<file path="src/rtl/spi_pkg.sv">
// Shared definitions for the SPI transaction controller: state encoding,
// default geometry and the SPI mode this block implements.
package spi_pkg;

    typedef enum logic [1:0] {
        ST_IDLE  = 2'd0,
        ST_SETUP = 2'd1,
        ST_XFER  = 2'd2,
        ST_HOLD  = 2'd3
    } spi_state_e;

    localparam int DEF_CLK_DIV    = 4;
    localparam int DEF_DATA_WIDTH = 8;

    // Mode 0: SCLK idles low, data sampled on the rising edge.
    localparam int   SPI_MODE = 0;
    localparam logic SPI_CPOL = 1'b0;
    localparam logic SPI_CPHA = 1'b0;

endpackage

</file>
<file path="src/rtl/spi_sclk_gen.sv">
// SCLK divider: toggles o_sclk every CLK_DIV enabled cycles and flags the
// edge that the current cycle's terminal count will produce.
module spi_sclk_gen
    import spi_pkg::*;
#(
    parameter int CLK_DIV = DEF_CLK_DIV
) (
    input  logic i_clk,
    input  logic i_rst_n,
    input  logic i_en,
    input  logic i_clr,
    output logic o_sclk,
    output logic o_rise,
    output logic o_fall
);

    localparam int                CNT_W  = $clog2(CLK_DIV);
    localparam logic [CNT_W-1:0]  DIV_TC = CNT_W'(CLK_DIV - 1);

    logic [CNT_W-1:0] r_cnt;
    logic             r_sclk;
    logic             w_tc;

    assign w_tc = i_en && (r_cnt == DIV_TC);

    always_ff @(posedge i_clk or negedge i_rst_n) begin
        if (!i_rst_n) begin
            r_cnt  <= '0;
            r_sclk <= SPI_CPOL;
        end else if (i_clr) begin
            r_cnt  <= '0;
            r_sclk <= SPI_CPOL;
        end else if (i_en) begin
            if (w_tc) begin
                r_cnt  <= '0;
                r_sclk <= ~r_sclk;
            end else begin
                r_cnt <= r_cnt + 1'b1;
            end
        end
    end

    // Strobes lead the register by one edge so the FSM acts on the same edge SCLK moves.
    assign o_rise = w_tc && !r_sclk;
    assign o_fall = w_tc && r_sclk;
    assign o_sclk = r_sclk;

endmodule

</file>
<file path="src/rtl/spi_xfer_ctrl.sv">
// Mode-0 single-word SPI master: sequences CS, MOSI shifting and MISO
// sampling around the divided SCLK, one DATA_WIDTH-bit word per start.
//
// state    | meaning
// ST_IDLE  | CS high, waiting for i_start
// ST_SETUP | CS low, MSB on MOSI, CLK_DIV cycles before first SCLK edge
// ST_XFER  | SCLK running, DATA_WIDTH rising edges
// ST_HOLD  | CS low, SCLK low, CLK_DIV cycles before release
module spi_xfer_ctrl
    import spi_pkg::*;
#(
    parameter int CLK_DIV    = DEF_CLK_DIV,
    parameter int DATA_WIDTH = DEF_DATA_WIDTH
) (
    input  logic                  i_clk,
    input  logic                  i_rst_n,
    input  logic                  i_start,
    input  logic [DATA_WIDTH-1:0] i_tx_data,
    output logic [DATA_WIDTH-1:0] o_rx_data,
    output logic                  o_busy,
    output logic                  o_done,
    output logic                  o_sclk,
    output logic                  o_mosi,
    input  logic                  i_miso,
    output logic                  o_cs_n
);

    localparam int                WAIT_W   = $clog2(CLK_DIV);
    localparam int                BIT_W    = $clog2(DATA_WIDTH + 1);
    localparam logic [WAIT_W-1:0] WAIT_TC  = WAIT_W'(CLK_DIV - 1);
    localparam logic [BIT_W-1:0]  BIT_LAST = BIT_W'(DATA_WIDTH);

    generate
        if (CLK_DIV < 2 || DATA_WIDTH < 2) begin : g_bad_param
            $error("spi_xfer_ctrl: CLK_DIV and DATA_WIDTH must both be >= 2");
        end
    endgenerate

    spi_state_e            r_state;
    logic [DATA_WIDTH-1:0] r_tx_sr;
    logic [DATA_WIDTH-1:0] r_rx_sr;
    logic [DATA_WIDTH-1:0] r_rx_data;
    logic [WAIT_W-1:0]     r_wait;
    logic [BIT_W-1:0]      r_bit_cnt;
    logic                  r_busy;
    logic                  r_cs_n;
    logic                  r_done;
    logic                  w_xfer;
    logic                  w_rise;
    logic                  w_fall;
    logic                  w_sclk;

    assign w_xfer = (r_state == ST_XFER);

    spi_sclk_gen #(
        .CLK_DIV (CLK_DIV)
    ) u_sclk_gen (
        .i_clk   (i_clk),
        .i_rst_n (i_rst_n),
        .i_en    (w_xfer),
        .i_clr   (!w_xfer),
        .o_sclk  (w_sclk),
        .o_rise  (w_rise),
        .o_fall  (w_fall)
    );

    always_ff @(posedge i_clk or negedge i_rst_n) begin
        if (!i_rst_n) begin
            r_state   <= ST_IDLE;
            r_tx_sr   <= '0;
            r_rx_sr   <= '0;
            r_rx_data <= '0;
            r_wait    <= '0;
            r_bit_cnt <= '0;
            r_busy    <= 1'b0;
            r_cs_n    <= 1'b1;
            r_done    <= 1'b0;
        end else begin
            r_done <= 1'b0;
            case (r_state)
                ST_IDLE: begin
                    if (i_start) begin
                        r_tx_sr   <= i_tx_data;
                        r_rx_sr   <= '0;
                        r_bit_cnt <= '0;
                        r_wait    <= WAIT_TC;
                        r_busy    <= 1'b1;
                        r_cs_n    <= 1'b0;
                        r_state   <= ST_SETUP;
                    end
                end
                ST_SETUP: begin
                    if (r_wait == '0) begin
                        r_state <= ST_XFER;
                    end else begin
                        r_wait <= r_wait - 1'b1;
                    end
                end
                ST_XFER: begin
                    if (w_rise) begin
                        r_rx_sr   <= {r_rx_sr[DATA_WIDTH-2:0], i_miso};
                        r_bit_cnt <= r_bit_cnt + 1'b1;
                    end
                    // Last falling edge leaves MOSI on the final bit through HOLD.
                    if (w_fall) begin
                        if (r_bit_cnt == BIT_LAST) begin
                            r_wait  <= WAIT_TC;
                            r_state <= ST_HOLD;
                        end else begin
                            r_tx_sr <= {r_tx_sr[DATA_WIDTH-2:0], 1'b0};
                        end
                    end
                end
                ST_HOLD: begin
                    if (r_wait == '0) begin
                        r_rx_data <= r_rx_sr;
                        r_busy    <= 1'b0;
                        r_cs_n    <= 1'b1;
                        r_done    <= 1'b1;
                        r_state   <= ST_IDLE;
                    end else begin
                        r_wait <= r_wait - 1'b1;
                    end
                end
                default: r_state <= ST_IDLE;
            endcase
        end
    end

    assign o_rx_data = r_rx_data;
    assign o_busy    = r_busy;
    assign o_done    = r_done;
    assign o_sclk    = w_sclk;
    assign o_mosi    = r_tx_sr[DATA_WIDTH-1];
    assign o_cs_n    = r_cs_n;

endmodule
</file>
<file path="config.mk">
export PLATFORM = sky130hd
export DESIGN_NAME = spi_xfer_ctrl
export DESIGN_NICKNAME = d
export VERILOG_FILES = /design/src/rtl/spi_pkg.sv /design/src/rtl/spi_sclk_gen.sv /design/src/rtl/spi_xfer_ctrl.sv
export SDC_FILE = /design/constraint.sdc
export NUM_CORES = 1
export LEC_CHECK = 0
export ABC_AREA = 1
export CORE_ASPECT_RATIO = 1.2
export CORE_UTILIZATION = 45
export DETAILED_ROUTE_END_ITERATION = 16
export GPL_TIMING_DRIVEN = 0
export PLACE_DENSITY = 0.67
export SLEW_MARGIN = 20
export SYNTH_ARGS = -nofsm -noshare
export SYNTH_HDL_FRONTEND = slang
export SYNTH_SLANG_ARGS = --single-unit
</file>
<file path="constraint.sdc">
create_clock -name i_clk -period 1.55 [get_ports i_clk]
set_input_delay 0.2325 -clock i_clk [delete_from_list [all_inputs] [get_ports i_clk]]
set_output_delay 0.2325 -clock i_clk [all_outputs]
set_load 0.02 [all_outputs]
</file>
==> qor.csv <==
metric;value;unit
share of async-settable or async-resettable flops after synthesis;1.00;
Insertion Delay late pin;0.29;ns
Buffers excl. clock;35;
inverter tally of the final layout excluding the clock network;17;
multi-input combinational cell count;159;
P_sw;1.73;mW
share of cell area taken by multi-input logic gates;0.340;
number of clock-tree buffers in the layout;5;
adder share;0.0546;
total die size;0.00433;mm2
run status;finished clean;
initial antenna violation count;0;
Max Transition Viols Final;0;
Post-synth top cells;101 x sky130_fd_sc_hd__nand2_1, 37 x sky130_fd_sc_hd__dfrtp_1, 15 x sky130_fd_sc_hd__inv_1;
Placer Congestion;0.781;
hold-fix buffers at CTS;1;
cell chosen for the clock root;sky130_fd_sc_hd__clkbuf_8;
top area cells in the synthesized netlist;sky130_fd_sc_hd__dfrtp_1 51%, sky130_fd_sc_hd__nand2_1 21%, sky130_fd_sc_hd__ha_1 5.5%, sky130_fd_sc_hd__nand3_1 3.5%, sky130_fd_sc_hd__inv_1 3.1%;
startpoint-to-endpoint class of the critical path;flop to output port;
portion of total power attributed to sequential cells;0.340;
met2 wire length;1710;um
comb area leader;simple AND/OR/NAND/NOR gates;
sequential area share after synthesis;0.519;
post-CTS setup-driven buffer insertion count;0;
Final WS setup;0.0658;ns
Overall Global Routing Usage;0.187;
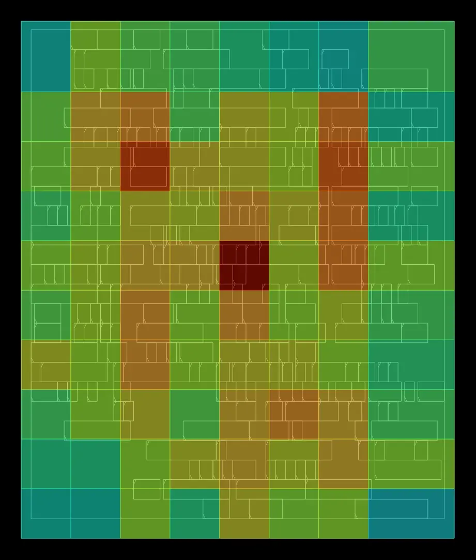
Figure 1: routing congestion map.
fraction of the core area covered by cells at the end of the flow: 0.600
routed length per instance: 11.6 um

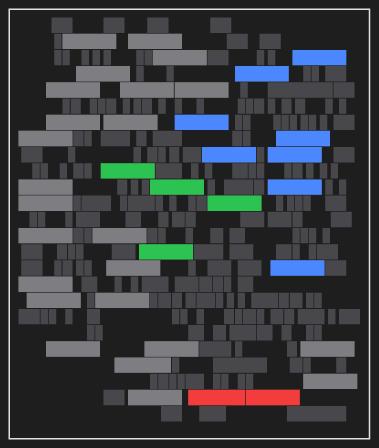
Figure 2: register map, names as in the netlist.
Other sequential cells in the stronger grey, the rest of the logic in the fainter grey.
netlist name	colour	sequential cells
`r_state`	red	2
`r_bit_cnt`	green	4
`r_tx_sr`	blue	8
fraction of standard cell area that is sequential: 0.406
Seq. cell area: 953 um2
Seq power: 1.45 mW

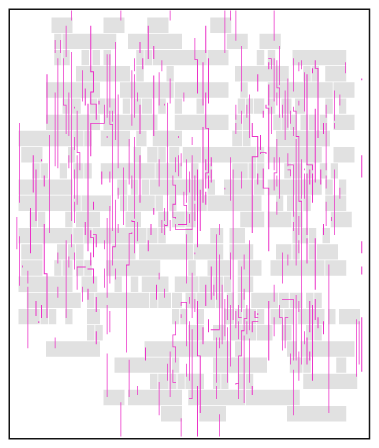
Figure 3: M2 wires.
Cells faint in the background.
nets with wire on the layer	193
wire length on this layer	1,710 um
share of all routed wire	47%
via count: 1,470
M2 GR Usage: 0.315
total wire length: 3600 um

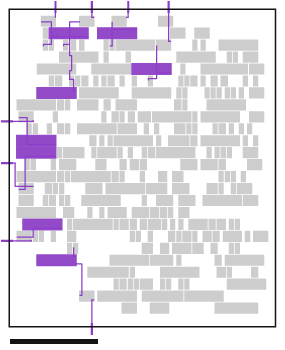
Figure 4: wires at chosen ports, followed through buffers.
The bar under the picture is 20 um long.
port	colour	direction	edge	end cells	buffers	wire
`o_rx_data`	purple	output	4 top, 3 left, 1 bottom	8	8	157 um
Port-buffer cells: 24
number of placed I/O pins: 25

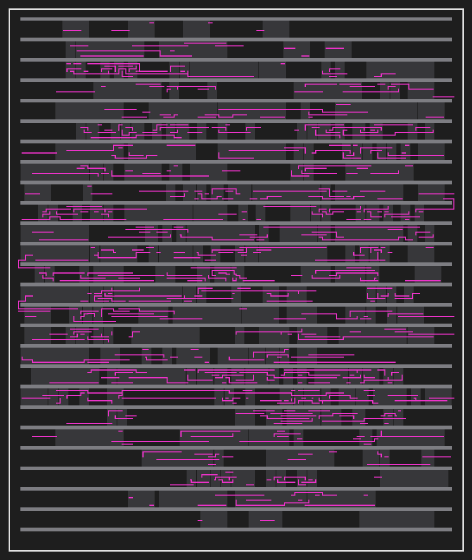
Figure 5: metal 1.
Supply wires on this layer in grey. Cells faint in the background.
share of all routed wire	48%
nets with wire on the layer	250
main direction	horizontal
met1 Track Usage GR: 0.243

Power is estimated from default activity; no workload was simulated.
